--- src/rtl/gb80_alu_pkg.sv ---
// Shared definitions for the Game Boy style ALU and the 16-bit sequencer.
// Holds the 8-bit ALU opcodes, F-register bit positions, 16-bit command
// encodings, the sequencer state encoding and the final flag composer.
package gb80_alu_pkg;

    typedef enum logic [2:0] {
        ALU_ADD = 3'd0,
        ALU_ADC = 3'd1,
        ALU_SUB = 3'd2,
        ALU_SBC = 3'd3,
        ALU_AND = 3'd4,
        ALU_XOR = 3'd5,
        ALU_OR  = 3'd6,
        ALU_CP  = 3'd7
    } alu_op_e;

    localparam int unsigned FLAG_Z = 7;
    localparam int unsigned FLAG_N = 6;
    localparam int unsigned FLAG_H = 5;
    localparam int unsigned FLAG_C = 4;

    typedef enum logic [1:0] {
        CMD_ADD16 = 2'd0,
        CMD_INC16 = 2'd1,
        CMD_DEC16 = 2'd2,
        CMD_ADDSP = 2'd3
    } cmd_e;

    typedef enum logic [2:0] {
        ST_IDLE = 3'd0,
        ST_LO   = 3'd1,
        ST_HI   = 3'd2,
        ST_FIX  = 3'd3,
        ST_DONE = 3'd4
    } state_e;

    // Builds the new F value. c16/h16 are the combined high-byte carry and
    // half-carry (high step OR fix step); c_lo/h_lo come from the low byte.
    function automatic logic [7:0] make_flags(
        input cmd_e       cmd,
        input logic [7:0] f_in,
        input logic       c16,
        input logic       h16,
        input logic       c_lo,
        input logic       h_lo
    );
        logic [7:0] f;
        f = '0;
        case (cmd)
            CMD_ADD16: begin
                f[FLAG_Z] = f_in[FLAG_Z];
                f[FLAG_H] = h16;
                f[FLAG_C] = c16;
            end
            CMD_INC16, CMD_DEC16: begin
                f = {f_in[7:4], 4'h0};
            end
            default: begin
                f[FLAG_H] = h_lo;
                f[FLAG_C] = c_lo;
            end
        endcase
        return f;
    endfunction

endpackage

--- src/rtl/alu16_seq_if.sv ---
// Bus between the instruction decoder / shared 8-bit ALU and alu16_seq.
// master: decoder side (command request, ALU result return).
// slave : alu16_seq (ready/done/result, ALU operand drive).
interface alu16_seq_if
    import gb80_alu_pkg::*;
#(
    parameter int unsigned OPCODE_WIDTH = 3,
    parameter int unsigned DATA_WIDTH   = 8
);
    // Decoder command side
    logic                    i_valid;
    logic                    o_ready;
    cmd_e                    i_cmd;
    logic [15:0]             i_op_a;
    logic [15:0]             i_op_b;
    logic [7:0]              i_flags;
    logic                    o_done;
    logic [15:0]             o_result;
    logic [7:0]              o_flags;
    // Shared ALU side
    logic [DATA_WIDTH-1:0]   o_alu_a;
    logic [DATA_WIDTH-1:0]   o_alu_b;
    logic [OPCODE_WIDTH-1:0] o_alu_op;
    logic [DATA_WIDTH-1:0]   i_alu_result;
    logic [7:0]              i_alu_flags;

    modport master (
        output i_valid, i_cmd, i_op_a, i_op_b, i_flags, i_alu_result, i_alu_flags,
        input  o_ready, o_done, o_result, o_flags, o_alu_a, o_alu_b, o_alu_op
    );

    modport slave (
        input  i_valid, i_cmd, i_op_a, i_op_b, i_flags, i_alu_result, i_alu_flags,
        output o_ready, o_done, o_result, o_flags, o_alu_a, o_alu_b, o_alu_op
    );

endinterface

--- src/rtl/alu16_seq.sv ---
// 16-bit arithmetic sequencer (ADD HL,rr / INC rr / DEC rr / ADD SP,e8)
// built on the shared 8-bit carry-less ALU. Low byte, then high byte, then
// an optional fix step that adds/subtracts 1 from the high byte when the
// low byte produced a carry/borrow.
// Ports:
//   i_clk  - clock, rising edge
//   i_rst  - synchronous active-high reset
//   bus    - alu16_seq_if.slave: valid/ready command, operands, F in,
//            ALU operand drive and return, done pulse, result and F out
module alu16_seq
    import gb80_alu_pkg::*;
#(
    parameter int unsigned OPCODE_WIDTH = 3,
    parameter int unsigned DATA_WIDTH   = 8
) (
    input  logic        i_clk,
    input  logic        i_rst,
    alu16_seq_if.slave  bus
);

    state_e                state_q, state_n;
    logic [15:0]           a_q;
    logic [15:0]           b_q;
    logic [15:0]           b_eff;
    cmd_e                  cmd_q;
    logic [3:0]            flags_q;
    alu_op_e               op_q;
    alu_op_e               op_drv;
    logic [DATA_WIDTH-1:0] res_lo_q;
    logic [DATA_WIDTH-1:0] res_hi_q;
    logic                  c_lo_q, h_lo_q, c_hi_q, h_hi_q;
    logic                  done_q;
    logic [15:0]           result_q;
    logic [7:0]            oflags_q;
    logic                  accept;
    logic                  alu_c, alu_h;

    // Only H and C of the ALU flags and the high nibble of F are consumed.
    logic unused_bits;
    assign unused_bits = ^{bus.i_alu_flags[7:6], bus.i_alu_flags[3:0], bus.i_flags[3:0]};

    assign alu_c  = bus.i_alu_flags[FLAG_C];
    assign alu_h  = bus.i_alu_flags[FLAG_H];
    assign accept = (state_q == ST_IDLE) && bus.i_valid;

    always_comb begin
        case (bus.i_cmd)
            CMD_ADD16:            b_eff = bus.i_op_b;
            CMD_INC16, CMD_DEC16: b_eff = 16'h0001;
            default:              b_eff = {{8{bus.i_op_b[7]}}, bus.i_op_b[7:0]};
        endcase
    end

    always_comb begin
        state_n      = state_q;
        bus.o_ready  = 1'b0;
        bus.o_alu_a  = '0;
        bus.o_alu_b  = '0;
        op_drv       = ALU_ADD;
        case (state_q)
            ST_IDLE: begin
                bus.o_ready = 1'b1;
                if (bus.i_valid) state_n = ST_LO;
            end
            ST_LO: begin
                bus.o_alu_a = a_q[DATA_WIDTH-1:0];
                bus.o_alu_b = b_q[DATA_WIDTH-1:0];
                op_drv      = op_q;
                state_n     = ST_HI;
            end
            ST_HI: begin
                bus.o_alu_a = a_q[15:DATA_WIDTH];
                bus.o_alu_b = b_q[15:DATA_WIDTH];
                op_drv      = op_q;
                state_n     = c_lo_q ? ST_FIX : ST_DONE;
            end
            ST_FIX: begin
                bus.o_alu_a = res_hi_q;
                bus.o_alu_b = DATA_WIDTH'(1);
                op_drv      = op_q;
                state_n     = ST_DONE;
            end
            default: begin
                state_n = ST_IDLE;
            end
        endcase
        bus.o_alu_op = OPCODE_WIDTH'(op_drv);
    end

    // The visible result/flags registers are loaded on the edge entering
    // DONE, straight from the final ALU step, so they hold until the next
    // completion.
    always_ff @(posedge i_clk) begin
        if (i_rst) begin
            state_q  <= ST_IDLE;
            a_q      <= '0;
            b_q      <= '0;
            cmd_q    <= CMD_ADD16;
            flags_q  <= '0;
            op_q     <= ALU_ADD;
            res_lo_q <= '0;
            res_hi_q <= '0;
            c_lo_q   <= 1'b0;
            h_lo_q   <= 1'b0;
            c_hi_q   <= 1'b0;
            h_hi_q   <= 1'b0;
            done_q   <= 1'b0;
            result_q <= '0;
            oflags_q <= '0;
        end else begin
            state_q <= state_n;
            done_q  <= (state_n == ST_DONE);
            case (state_q)
                ST_IDLE: begin
                    if (accept) begin
                        a_q     <= bus.i_op_a;
                        b_q     <= b_eff;
                        cmd_q   <= bus.i_cmd;
                        flags_q <= bus.i_flags[7:4];
                        op_q    <= (bus.i_cmd == CMD_DEC16) ? ALU_SUB : ALU_ADD;
                    end
                end
                ST_LO: begin
                    res_lo_q <= bus.i_alu_result;
                    c_lo_q   <= alu_c;
                    h_lo_q   <= alu_h;
                end
                ST_HI: begin
                    res_hi_q <= bus.i_alu_result;
                    c_hi_q   <= alu_c;
                    h_hi_q   <= alu_h;
                    if (!c_lo_q) begin
                        result_q <= {bus.i_alu_result, res_lo_q};
                        oflags_q <= make_flags(cmd_q, {flags_q, 4'h0},
                                               alu_c, alu_h, c_lo_q, h_lo_q);
                    end
                end
                ST_FIX: begin
                    res_hi_q <= bus.i_alu_result;
                    result_q <= {bus.i_alu_result, res_lo_q};
                    oflags_q <= make_flags(cmd_q, {flags_q, 4'h0},
                                           c_hi_q | alu_c, h_hi_q | alu_h,
                                           c_lo_q, h_lo_q);
                end
                default: ;
            endcase
        end
    end

    assign bus.o_done   = done_q;
    assign bus.o_result = result_q;
    assign bus.o_flags  = oflags_q;

endmodule

--- src/flat_wrapper.sv ---
// flat-port wrapper written by rule: the top's interface ports become plain ports
module alu16_seq_flat import gb80_alu_pkg::*;
#(
    parameter int unsigned OPCODE_WIDTH = 3,
    parameter int unsigned DATA_WIDTH   = 8
)
  (i_clk, i_rst, bus_i_valid, bus_i_cmd, bus_i_op_a, bus_i_op_b, bus_i_flags, bus_i_alu_result, bus_i_alu_flags, bus_o_ready, bus_o_done, bus_o_result, bus_o_flags, bus_o_alu_a, bus_o_alu_b, bus_o_alu_op);
  alu16_seq_if #(.OPCODE_WIDTH(OPCODE_WIDTH), .DATA_WIDTH(DATA_WIDTH)) bus_i ();
  input  logic i_clk;
  input  logic i_rst;
  input wire logic [$bits(bus_i.i_valid)-1:0] bus_i_valid;
  input wire logic [$bits(bus_i.i_cmd)-1:0] bus_i_cmd;
  input wire logic [$bits(bus_i.i_op_a)-1:0] bus_i_op_a;
  input wire logic [$bits(bus_i.i_op_b)-1:0] bus_i_op_b;
  input wire logic [$bits(bus_i.i_flags)-1:0] bus_i_flags;
  input wire logic [$bits(bus_i.i_alu_result)-1:0] bus_i_alu_result;
  input wire logic [$bits(bus_i.i_alu_flags)-1:0] bus_i_alu_flags;
  output wire logic [$bits(bus_i.o_ready)-1:0] bus_o_ready;
  output wire logic [$bits(bus_i.o_done)-1:0] bus_o_done;
  output wire logic [$bits(bus_i.o_result)-1:0] bus_o_result;
  output wire logic [$bits(bus_i.o_flags)-1:0] bus_o_flags;
  output wire logic [$bits(bus_i.o_alu_a)-1:0] bus_o_alu_a;
  output wire logic [$bits(bus_i.o_alu_b)-1:0] bus_o_alu_b;
  output wire logic [$bits(bus_i.o_alu_op)-1:0] bus_o_alu_op;
  assign bus_i.i_valid = bus_i_valid;
  assign bus_i.i_cmd = bus_i_cmd;
  assign bus_i.i_op_a = bus_i_op_a;
  assign bus_i.i_op_b = bus_i_op_b;
  assign bus_i.i_flags = bus_i_flags;
  assign bus_i.i_alu_result = bus_i_alu_result;
  assign bus_i.i_alu_flags = bus_i_alu_flags;
  assign bus_o_ready = bus_i.o_ready;
  assign bus_o_done = bus_i.o_done;
  assign bus_o_result = bus_i.o_result;
  assign bus_o_flags = bus_i.o_flags;
  assign bus_o_alu_a = bus_i.o_alu_a;
  assign bus_o_alu_b = bus_i.o_alu_b;
  assign bus_o_alu_op = bus_i.o_alu_op;
  alu16_seq #(.OPCODE_WIDTH(OPCODE_WIDTH), .DATA_WIDTH(DATA_WIDTH)) u_core (.i_clk(i_clk), .i_rst(i_rst), .bus(bus_i));
endmodule
--- config.mk ---
export PLATFORM = sky130hd
export DESIGN_NAME = alu16_seq_flat
export DESIGN_NICKNAME = d
export VERILOG_FILES = /design/src/rtl/gb80_alu_pkg.sv /design/src/rtl/alu16_seq_if.sv /design/src/rtl/alu16_seq.sv /design/src/flat_wrapper.sv
export SDC_FILE = /design/constraint.sdc
export NUM_CORES = 1
export LEC_CHECK = 0
export CAP_MARGIN = 20
export CORE_MARGIN = 1.5
export CORE_UTILIZATION = 51
export DETAILED_ROUTE_END_ITERATION = 16
export PLACE_DENSITY = 0.94
export SLEW_MARGIN = 20
export SYNTH_ARGS = -nofsm -noshare
export SYNTH_HDL_FRONTEND = slang
export SYNTH_SLANG_ARGS = --single-unit
--- constraint.sdc ---
create_clock -name i_clk -period 3.2 [get_ports i_clk]
set_input_delay 0.8 -clock i_clk [delete_from_list [all_inputs] [get_ports i_clk]]
set_output_delay 0.8 -clock i_clk [all_outputs]
set_load 0.01 [all_outputs]
Fig. 1: run 1, met4 routing
Scale: 4 px per µm. Cells faint in the background.
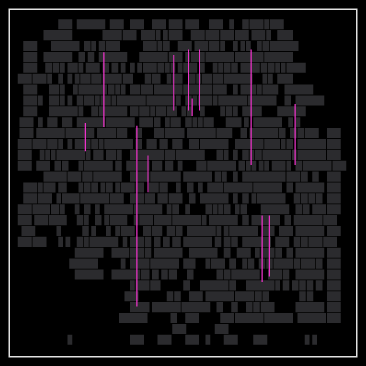
wire length on this layer	201 µm
share of all routed wire	2.2%
nets with wire on the layer	11
longest straight run	44.9 µm
main direction	vertical

Fig. 2: run 1, layout detail
Region (55, 12) to (75, 32) µm. Cells in grey, sequential cells in the stronger grey; small squares are vias.
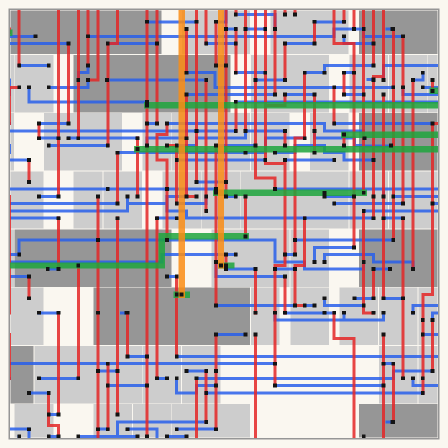
colour	layer
orange	metal 4
green	metal 3
blue	metal 1
red	metal 2
netlist names of flops here include	u_core.bus.o_result (7), u_core.res_lo_q (1)
sequential cells in the window	8
most frequent	a21oi_1 (10), o21ai_0 (8), dfxtp_1 (8)
cells with their middle in the window	45

==> flow_summary.ini, run 1 <==
; implementation run metrics
[synth]
postSynthSeqShare_pct = 46.7
syn_avg_cell_area_um2 = 8.14
mux_share_pct = 6.19
yosysWarnings = 0

[min_path]
hp-class = register to register

[timing]
setup_violations = 0
final.setup.tns_ns = 0

[placed_design]
pre_cts_ws_ns = 0.498
gp_congestion = 0.835

[drt]
wirelength_um = 9200

[cells_and_area]
flop-count = 83
multi_input_comb_cells = 308
clockBufferCount = 13
synthToLayoutAreaGrowth_pct = 31.1
lay_top_count = clkdlybuf4s50_1
buffer_area_share_pct = 20.9
fin_cells = 593

[floorplan]
die_area_um2 = 7490

[status]
outcome = finished, final reports clean

[clock_tree]
clockRootBuffer = clkbuf_8
cts_buffers = 9

[grt]
grt-busiest-layer = met2
Fig. 3: run 1, clock wires, drivers and flops
Scale: 3 px per µm.
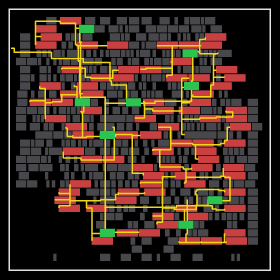
[green] clock drivers | count: 9
[yellow] clock wires | length: 903 µm
[red] flip-flops | count: 83
flops lie	spread over the die

run 1: worst paths after layout:
path / from / endpoint / depth (start not counted)
worst max-delay path: u_core.state_q[1] / bus_o_alu_b[4] / 4
worst min-delay path: u_core.a_q[15] / u_core.a_q[15] / 2
worst max register to register: u_core.state_q[2] / u_core.a_q[14] / 4
worst min register to register: u_core.a_q[15] / u_core.a_q[15] / 2
run 1: logic make-up after synthesis:
| kind of cell | Yosys count |
|---|---|
| and+or+nand+nor | 166 |
| AOI/OAI and AO/OA | 110 |
| DFF | 83 |
| buffers and inverters | 51 |
| muxes | 21 |
| adders and majority gates | 5 |
| other | 1 |
run 1: cell usage after synthesis:
cell	count	share of area, %
nand2_1	78	8.2
ha_1	5	1.8
nor4_1	1	0.18
nor2b_1	9	1.6
mux2i_1	13	3.7
buf_2	17	2.4
nor2_1	37	3.9
o21ai_1	2	0.28
a21oi_1	60	8.4
mux2_2	8	2.5
a211oi_1	8	1.7
nand4_1	1	0.18
or2_2	1	0.18
a22oi_1	15	3.2
clkbuf_1	19	2.0
nor4b_2	1	0.42
nand4b_1	1	0.25
conb_1	1	0.11
and4b_1	1	0.28
dfxtp_1	83	47
a221oi_1	1	0.25
clkbuf_2	1	0.14
nand2b_1	2	0.35
or4b_1	1	0.28
nor3b_1	3	0.63
a21oi_4	1	0.46
nand3_1	23	3.2
inv_1	5	0.53
a221o_1	2	0.56
buf_1	3	0.32
or4_1	2	0.42
buf_4	6	1.3
nor3_1	5	0.70
o21ai_0	21	3.0
run 1: report_power, final:
part	total, W	internal, W	switching (W)	leakage, nW
clock network	0.000796	0.000427	0.000370	0.110
logic	0.000322	0.000154	0.000167	0.919
registers	0.00112	0.00108	0.0000361	0.677
total	0.00224	0.00167	0.000573	1.71
--- run 2 (diff from run 1) ---
- CELL_PAD_IN_SITES_DETAIL_PLACEMENT: not set -> 0
- CELL_PAD_IN_SITES_GLOBAL_PLACEMENT: not set -> 1
- CORE_UTILIZATION: 51 -> 36
- GPL_TIMING_DRIVEN: not set -> 0
- PLACE_DENSITY: 0.94 -> 0.92
Fig. 4: run 2, signal wires by layer
Scale: 4 px per µm.
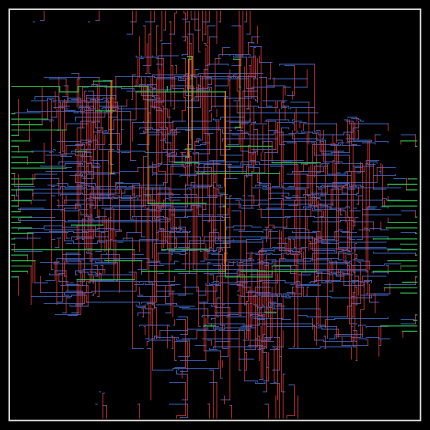
colour	layer	wire length
blue	metal 1	4,250 µm
orange	metal 4	162 µm
red	metal 2	4,850 µm
green	metal 3	534 µm

Fig. 5: run 2, clock wires, drivers and flops
Scale: 3 px per µm.
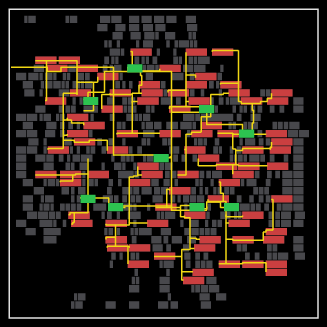
[green] clock drivers | count: 9
[yellow] clock wires | length: 969 µm
[red] flip-flops | count: 83
routed clock nets	10

==> run 2 against run 1 <==
Effect of this change:
- global-route usage is 5.6 points lower
- final cell count is 15% higher
- sequential share of layout area fell by 1.4 points
- critical path depth increased by 2
- via count decreased by 1.8%
- non-clock buffer count rose by 34
- die size rose by 40%
- clock-buffer cell count decreased by 3
- design area is 4.0% higher
- critical endpoint is now bus_o_alu_a[0]
- largest power group unchanged
==> flow_summary.ini, run 2 <==
; implementation run metrics
[synth]
top_area_cell = dfxtp_1
edf_count = 0
syn_avg_cell_area_um2 = 8.14
ys_top_cells_by_count = dfxtp_1 (83), nand2_1 (78), a21oi_1 (60)
area_leaders = dfxtp_1 (47%), a21oi_1 (8.4%), nand2_1 (8.2%), nor2_1 (3.9%), mux2i_1 (3.7%)
most_common_cell = dfxtp_1
yosysTopAreaCellShare_pct = 46.7
yosysWarnings = 0
ys_async_sr_fraction_pct = 0
ff_type = dfxtp_1
postSynthSeqShare_pct = 46.7

[drt]
wirelength_um = 9790

[cells_and_area]
lay_top_count = clkdlybuf4s50_1

[floorplan]
die_area_um2 = 10500

[clock_tree]
clockRootBuffer = clkbuf_8
cts_buffers = 9

[placed_design]
pre_cts_ws_ns = 0.325
gp_congestion = 0.841

[min_path]
hp-class = register to register

[timing]
setup_violations = 0
final.setup.tns_ns = 0

[status]
outcome = finished, final reports clean
Fig. 6: run 2, met4 routing
Scale: 4 px per µm. Cells faint in the background.
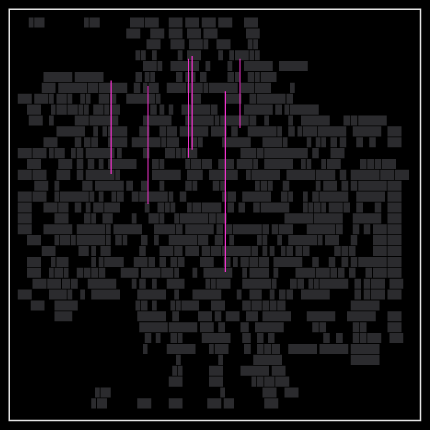
main direction	vertical
nets with wire on the layer	6
share of all routed wire	1.7%
longest straight run	44.9 µm
wire length on this layer	162 µm

==> run 2: cell types whose count changed in the layout (fill, tap and decap cells not counted), sizes merged <==
cell	change
buf	+11
clkbuf	+19
clkdlybuf4s50	+1
clkinv	+2
inv	+1
==> run 2: power breakdown <==
part | leakage [nW] | internal [W] | switching [W] | total [W]
sequential | 0.677 | 0.00108 | 0.0000281 | 0.00111
clock | 0.109 | 0.000391 | 0.000399 | 0.000790
combinational | 0.991 | 0.000163 | 0.000181 | 0.000344
==> run 2: logic make-up (layout without fill, tap and decap cells) <==
logic type                 count (synthesis)  after routing  share of synthesized area (%)
and+or+nand+nor                          166            166                           20.8
AOI/OAI and AO/OA                        110            110                           17.8
DFF                                       83             83                           46.7
buffers and inverters                     51            156                           6.65
muxes                                     21             21                           6.19
adders and majority gates                  5              5                           1.76
other                                      1              6                          0.105
==> run 2: worst paths after layout <==
check,depth (start not counted),to,startpoint,slack [ns]
setup / recovery,6,bus_o_alu_a[0],u_core.state_q[0],0.11
hold / removal,2,u_core.a_q[14],u_core.a_q[14],0.46
setup reg to reg,6,u_core.a_q[11],u_core.state_q[2],1.55
hold reg to reg,2,u_core.a_q[14],u_core.a_q[14],0.46
==> run 2: routing by layer <==
layer  vias to the layer above  track usage [%]
met4                         0             6.22
met2                       100             34.2
met3                        14             5.06
met5                         -                0
met1                      1551             23.0
li1                       1688                -
==> run 2: final cells by class <==
| class | instances | area share [%] |
|---|---|---|
| tap | 133 | 3.43 |
| timing repair buffer | 89 | 18.4 |
| multi-input combinational | 308 | 34.6 |
| clock inverter | 6 | 1.50 |
| sequential | 83 | 34.2 |
| clock buffer | 10 | 2.84 |
| inverter | 5 | 0.387 |
| buffer | 46 | 4.64 |
Power and IR drop assume default switching activity.
